Fig. 1: run 1, routed metal per tile
Drawn at 2 px/um. The die is cut into 38 by 38 equal tiles; dark purple is low, yellow is high, scaled to the fullest tile. Values are wire area over tile area, all layers added.
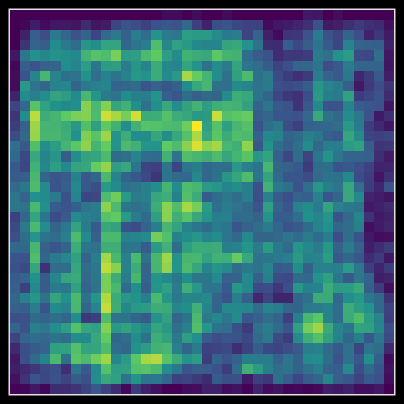
Fig. 2: run 1, placed standard cells
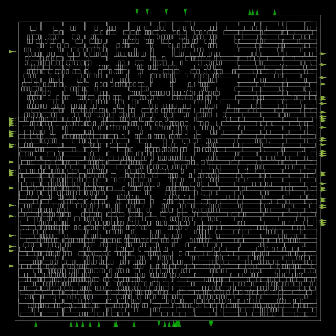
Fig. 3: run 1, layout detail
Region (71, 109) to (121, 159) um. Cells in grey, sequential cells in the stronger grey; small squares are vias.
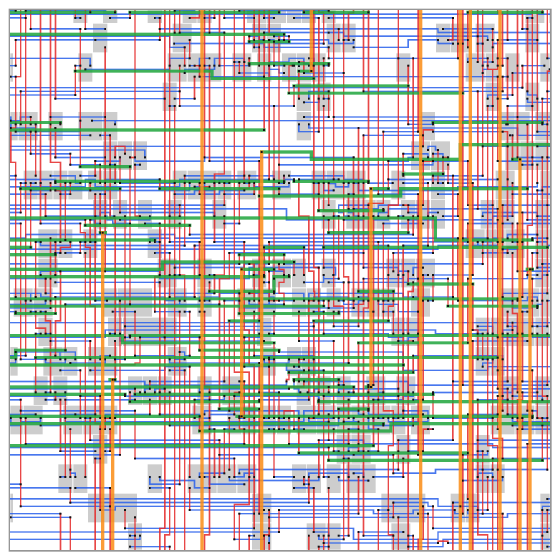
==> config.mk <==
export PLATFORM = sky130hd
export DESIGN_NAME = calc2_port_responder
export DESIGN_NICKNAME = d
export VERILOG_FILES = /design/src/rtl/calc2_port_responder.sv
export SDC_FILE = /design/constraint.sdc
export NUM_CORES = 1
export LEC_CHECK = 0
export ABC_AREA = 1
export ABC_CLOCK_PERIOD_IN_PS = 13600
export CORE_MARGIN = 2
export CORE_UTILIZATION = 54
export CTS_BUF_LIST = sky130_fd_sc_hd__clkbuf_8
export DETAILED_ROUTE_END_ITERATION = 10
export GPL_TIMING_DRIVEN = 0
export PLACE_DENSITY = 0.72
export SYNTH_ARGS = -nofsm -noshare
export SYNTH_HDL_FRONTEND = slang
export SYNTH_SLANG_ARGS = --single-unit
==> constraint.sdc <==
create_clock -name clk -period 13.6 [get_ports clk]
set_input_delay 2.04 -clock clk [delete_from_list [all_inputs] [get_ports clk]]
set_output_delay 2.04 -clock clk [all_outputs]
set_load 0.02 [all_outputs]
==> Slide: Implementation Results, run 1 <==
Physical Implementation Snapshot

Run status
  – Status: finished, final reports clean

Clocking
  – CTS root buf: clkbuf_8
  – Hold-fix buffers, CTS: 0
  – CTS H-tree depth: 2
  – Clock sinks: 257

GRT
  – First-pass GRT wire length: 107800 um
  – Initial antenna violation count: 0

Worst hold path
  – Hold depth: 2

Critical path
  – R2r setup slk: 6.78 ns
  – Critical path launch point type: flop
  – Critical path's most frequent cell: nand2_1
  – CP arrival: 7.14 ns

Flow run
  – Tool Warnings: 63

Cells and area
  – Max FFs per register: 168
  – Logic share of the area: 0.4621
  – Repair and plain buffers: 199
  – Area growth syn-to-layout: 12.48%

Placement
  – HPWL after DPL: 57490 um

Route
  – WL final: 72940 um
  – Iteration-0 DRC count of the detailed router: 2504

Die
  – DIE AREA: 0.03685 mm2

Synth
  – Cell taking the most area after synthesis: edfxtp_1
Notes on Fig. 1 above:
emptiest ninth of the die: top right
densest ninth of the die: middle
nearly empty tiles: 3.0%
total track usage: 0.3969
DR WL/cell: 22.15 um

Notes on Fig. 2 above:
fillcell total: 3082
Finished Layout Cells: 3293
tap cell count: 455
Final Util: 0.6197

Notes on Fig. 3 above:
legend:
  red:
    layer: metal 2
  green:
    layer: metal 3
  orange:
    layer: metal 4
  blue:
    layer: metal 1
cells with their middle in the window: 204
most frequent: nand2_1 (73), nand3_1 (52), nor2_1 (48)
sequential cells in the window: 0

[run 1: stage by stage]
step           setup WS [ns]  hold slack (ns)  area (um2)  std cells
6_report               6.776           0.4764       21460       3293
3_3_place_gp           4.970           0.4446       20420       3208
4_1_cts                6.836           0.4773       21460       3293
5_1_grt                6.369           0.5143       21460       3293
3_5_place_dp           6.935           0.4572       20560       3213
2_1_floorplan          7.454           0.4645       19080       2676
[run 1: cells in the mapped netlist (15+ instances only)]
cell and n:
nand2_1 839, inv_1 340, nand3_1 248, nor2_1 229
edfxtp_1 168, o21ai_0 141, a21oi_1 123, dfrtp_1 89
ha_1 87, clkbuf_1 53, a22oi_1 48, xor2_1 43
nand4_1 28, buf_2 27, nor3_1 16, buf_1 15
nand2_2 15
[run 1: worst reg2reg max path, delay by kind of cell, from the launching register on]
kind / cells / cell delay, ns
AND-OR/OR-AND: 3 / 0.48
XOR/XNOR: 1 / 0.23
adder cells (fa/ha/maj): 4 / 1.10
buffers and inverters: 9 / 2.16
flip-flops: 1 / 0.43
AND/OR/NAND/NOR: 13 / 2.12
[run 1: where the power goes]
group          switching, mW  leakage [nW]  internal (mW)  total (mW)
Combinational           1.82          7.29          0.816        2.64
Sequential             0.142          2.71           1.16        1.30
Clock                  0.355         0.499          0.385       0.739
[run 1: per-layer routing]
metal  up-vias  track usage
met5         -            0
met4         0       0.1861
met3       157      0.06980
met2      1140       0.6357
met1      9155       0.5231
li1       8966            -
[run 1: cell families after synthesis]
group	after synthesis	synth area share
flip-flops	257	0.3812
AND-OR/OR-AND	379	0.1161
buffers and inverters	467	0.1006
multiplexers	11	0.005771
AND/OR/NAND/NOR	1415	0.3094
XOR/XNOR	56	0.02571
adder cells (fa/ha/maj)	91	0.06125
## Run 2: what changed since run 1
--- a/config.mk
+++ b/config.mk
@@ -6,7 +6,7 @@
 export NUM_CORES = 1
 export LEC_CHECK = 0
 export ABC_AREA = 1
-export ABC_CLOCK_PERIOD_IN_PS = 13600
+export ABC_CLOCK_PERIOD_IN_PS = 6900
 export CORE_MARGIN = 2
 export CORE_UTILIZATION = 54
 export CTS_BUF_LIST = sky130_fd_sc_hd__clkbuf_8
==> constraint.sdc (replaced) <==
create_clock -name clk -period 6.9 [get_ports clk]
set_input_delay 1.035 -clock clk [delete_from_list [all_inputs] [get_ports clk]]
set_output_delay 1.035 -clock clk [all_outputs]
set_load 0.02 [all_outputs]
Fig. 4: run 2, power grid
Drawn at 2 px/um. Pins as bars on the die edge.
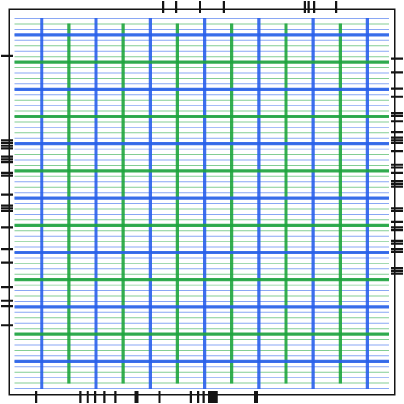
legend:
  green:
    net: VDD
  blue:
    net: VSS
met4 straps: 13
met5 straps: 13
signal pins: 78
Core ar.: 0.03463 mm2
Die Span X: 192.0 um
Die Span Y: 192.0 um
maximum vdd drop: 0.0007702 V

==> run 2 against run 1 <==
Clock-buffer cell count did not move. Critical path depth rose by 1. Register-to-register slack got worse by 6.4 ns. Clock power rose by 98%. Worst setup slack got worse by 6.4 ns. Sequential power rose by 97%. Global-route usage did not move. Sequential cell count did not move. Synthesized cell count did not move. Cell count rose by 0.36%. Area after synthesis did not move. Critical path type unchanged. Critical endpoint is now fifo[0][15]. Largest cell class unchanged.
==> Slide: Implementation Results, run 2 <==
Physical Implementation Snapshot

GRT
  – Met3 GRT Util: 0.06998
  – GR Layer Usage met2: 0.6355
  – Met1 usage: 0.5231
  – Total track usage: 0.3969
  – Initial antenna violation count: 0
  – First-pass GRT wire length: 107800 um

Placement
  – Placed cell areas: 0.02056 mm2
  – HPWL after DPL: 57490 um

Clocking
  – CTS H-tree depth: 2
  – Clock sinks: 257
  – CTS root buf: clkbuf_8

Critical path
  – Critical path's most frequent cell: nand2_1
  – R2r setup slk: 0.39 ns
  – Critical path launch point type: flop

Pwr
  – Clk network pwr share: 0.157
  – Combinational power share: 0.568

STA
  – Final hold slack: 0.4769 ns

Route
  – DR WL/cell: 22.31 um
  – Iteration-0 DRC count of the detailed router: 2644

Run status
  – Status: finished, final reports clean

Cells and area
  – Area growth syn-to-layout: 13.02%
-- run 2: cell counts after synthesis --
Identical to the previous run, type by type.
-- run 2: through the flow --
step,setup WS [ns],power (mW),instances,TNS (ns)
final,0.3941,9.320,3305,0
after global routing,0.03681,9.819,3305,0
after CTS,0.1362,9.066,3293,0
after detailed placement,0.2354,7.598,3213,0
after global placement,-1.730,7.345,3208,-283.15
after floorplan,0.7538,5.834,2676,0
-- run 2: repair_timing --
action / in CTS / in global routing
hold endpoints to repair: 0 / 0
setup endpoints to repair: 0 / 156
gates resized: 0 / 3
setup buffers: 0 / 10
-- run 2: power groups by stage --
stage / clock, mW / sequential, mW / combinational (mW)
after global routing: 1.52 / 2.59 / 5.71
after detailed placement: 0 / 2.58 / 5.02
after floorplan: 0 / 2.57 / 3.27
after global placement: 0 / 2.58 / 4.76
after CTS: 1.45 / 2.55 / 5.06
final: 1.46 / 2.56 / 5.30
-- run 2: layout make-up --
type                            instances  area, um2  share of cell area
Buffer                                117      598.1             0.02774
Clock buffer                           47      646.9             0.03000
Clock inverter                         33      254.0             0.01178
Inverter                              350       1324             0.06139
Multi-Input combinational cell       1954       9945              0.4612
Sequential cell                       257       7272              0.3373
Tap cell                              455      569.3             0.02640
Timing Repair Buffer                   92      953.4             0.04422
-- run 2: kinds of logic (layout without fill, tap and decap cells) --
group	after synthesis	count (layout)	synth area share
adders and majority gates	91	91	0.06125
xor gates and xnor gates	56	56	0.02571
AOI/OAI and AO/OA	379	379	0.1161
and+or+nand+nor	1415	1417	0.3094
DFF	257	257	0.3812
buffers and inverters	467	639	0.1006
muxes	11	11	0.005771
-- run 2: tightest hold or removal path, cell delays in order (launching register included) --
cell,delay (ns)
dfrtp_1,0.35
inv_1,0.04
nand2_1,0.05
Power figures rest on the tool's default switching activity, not on a simulated workload.
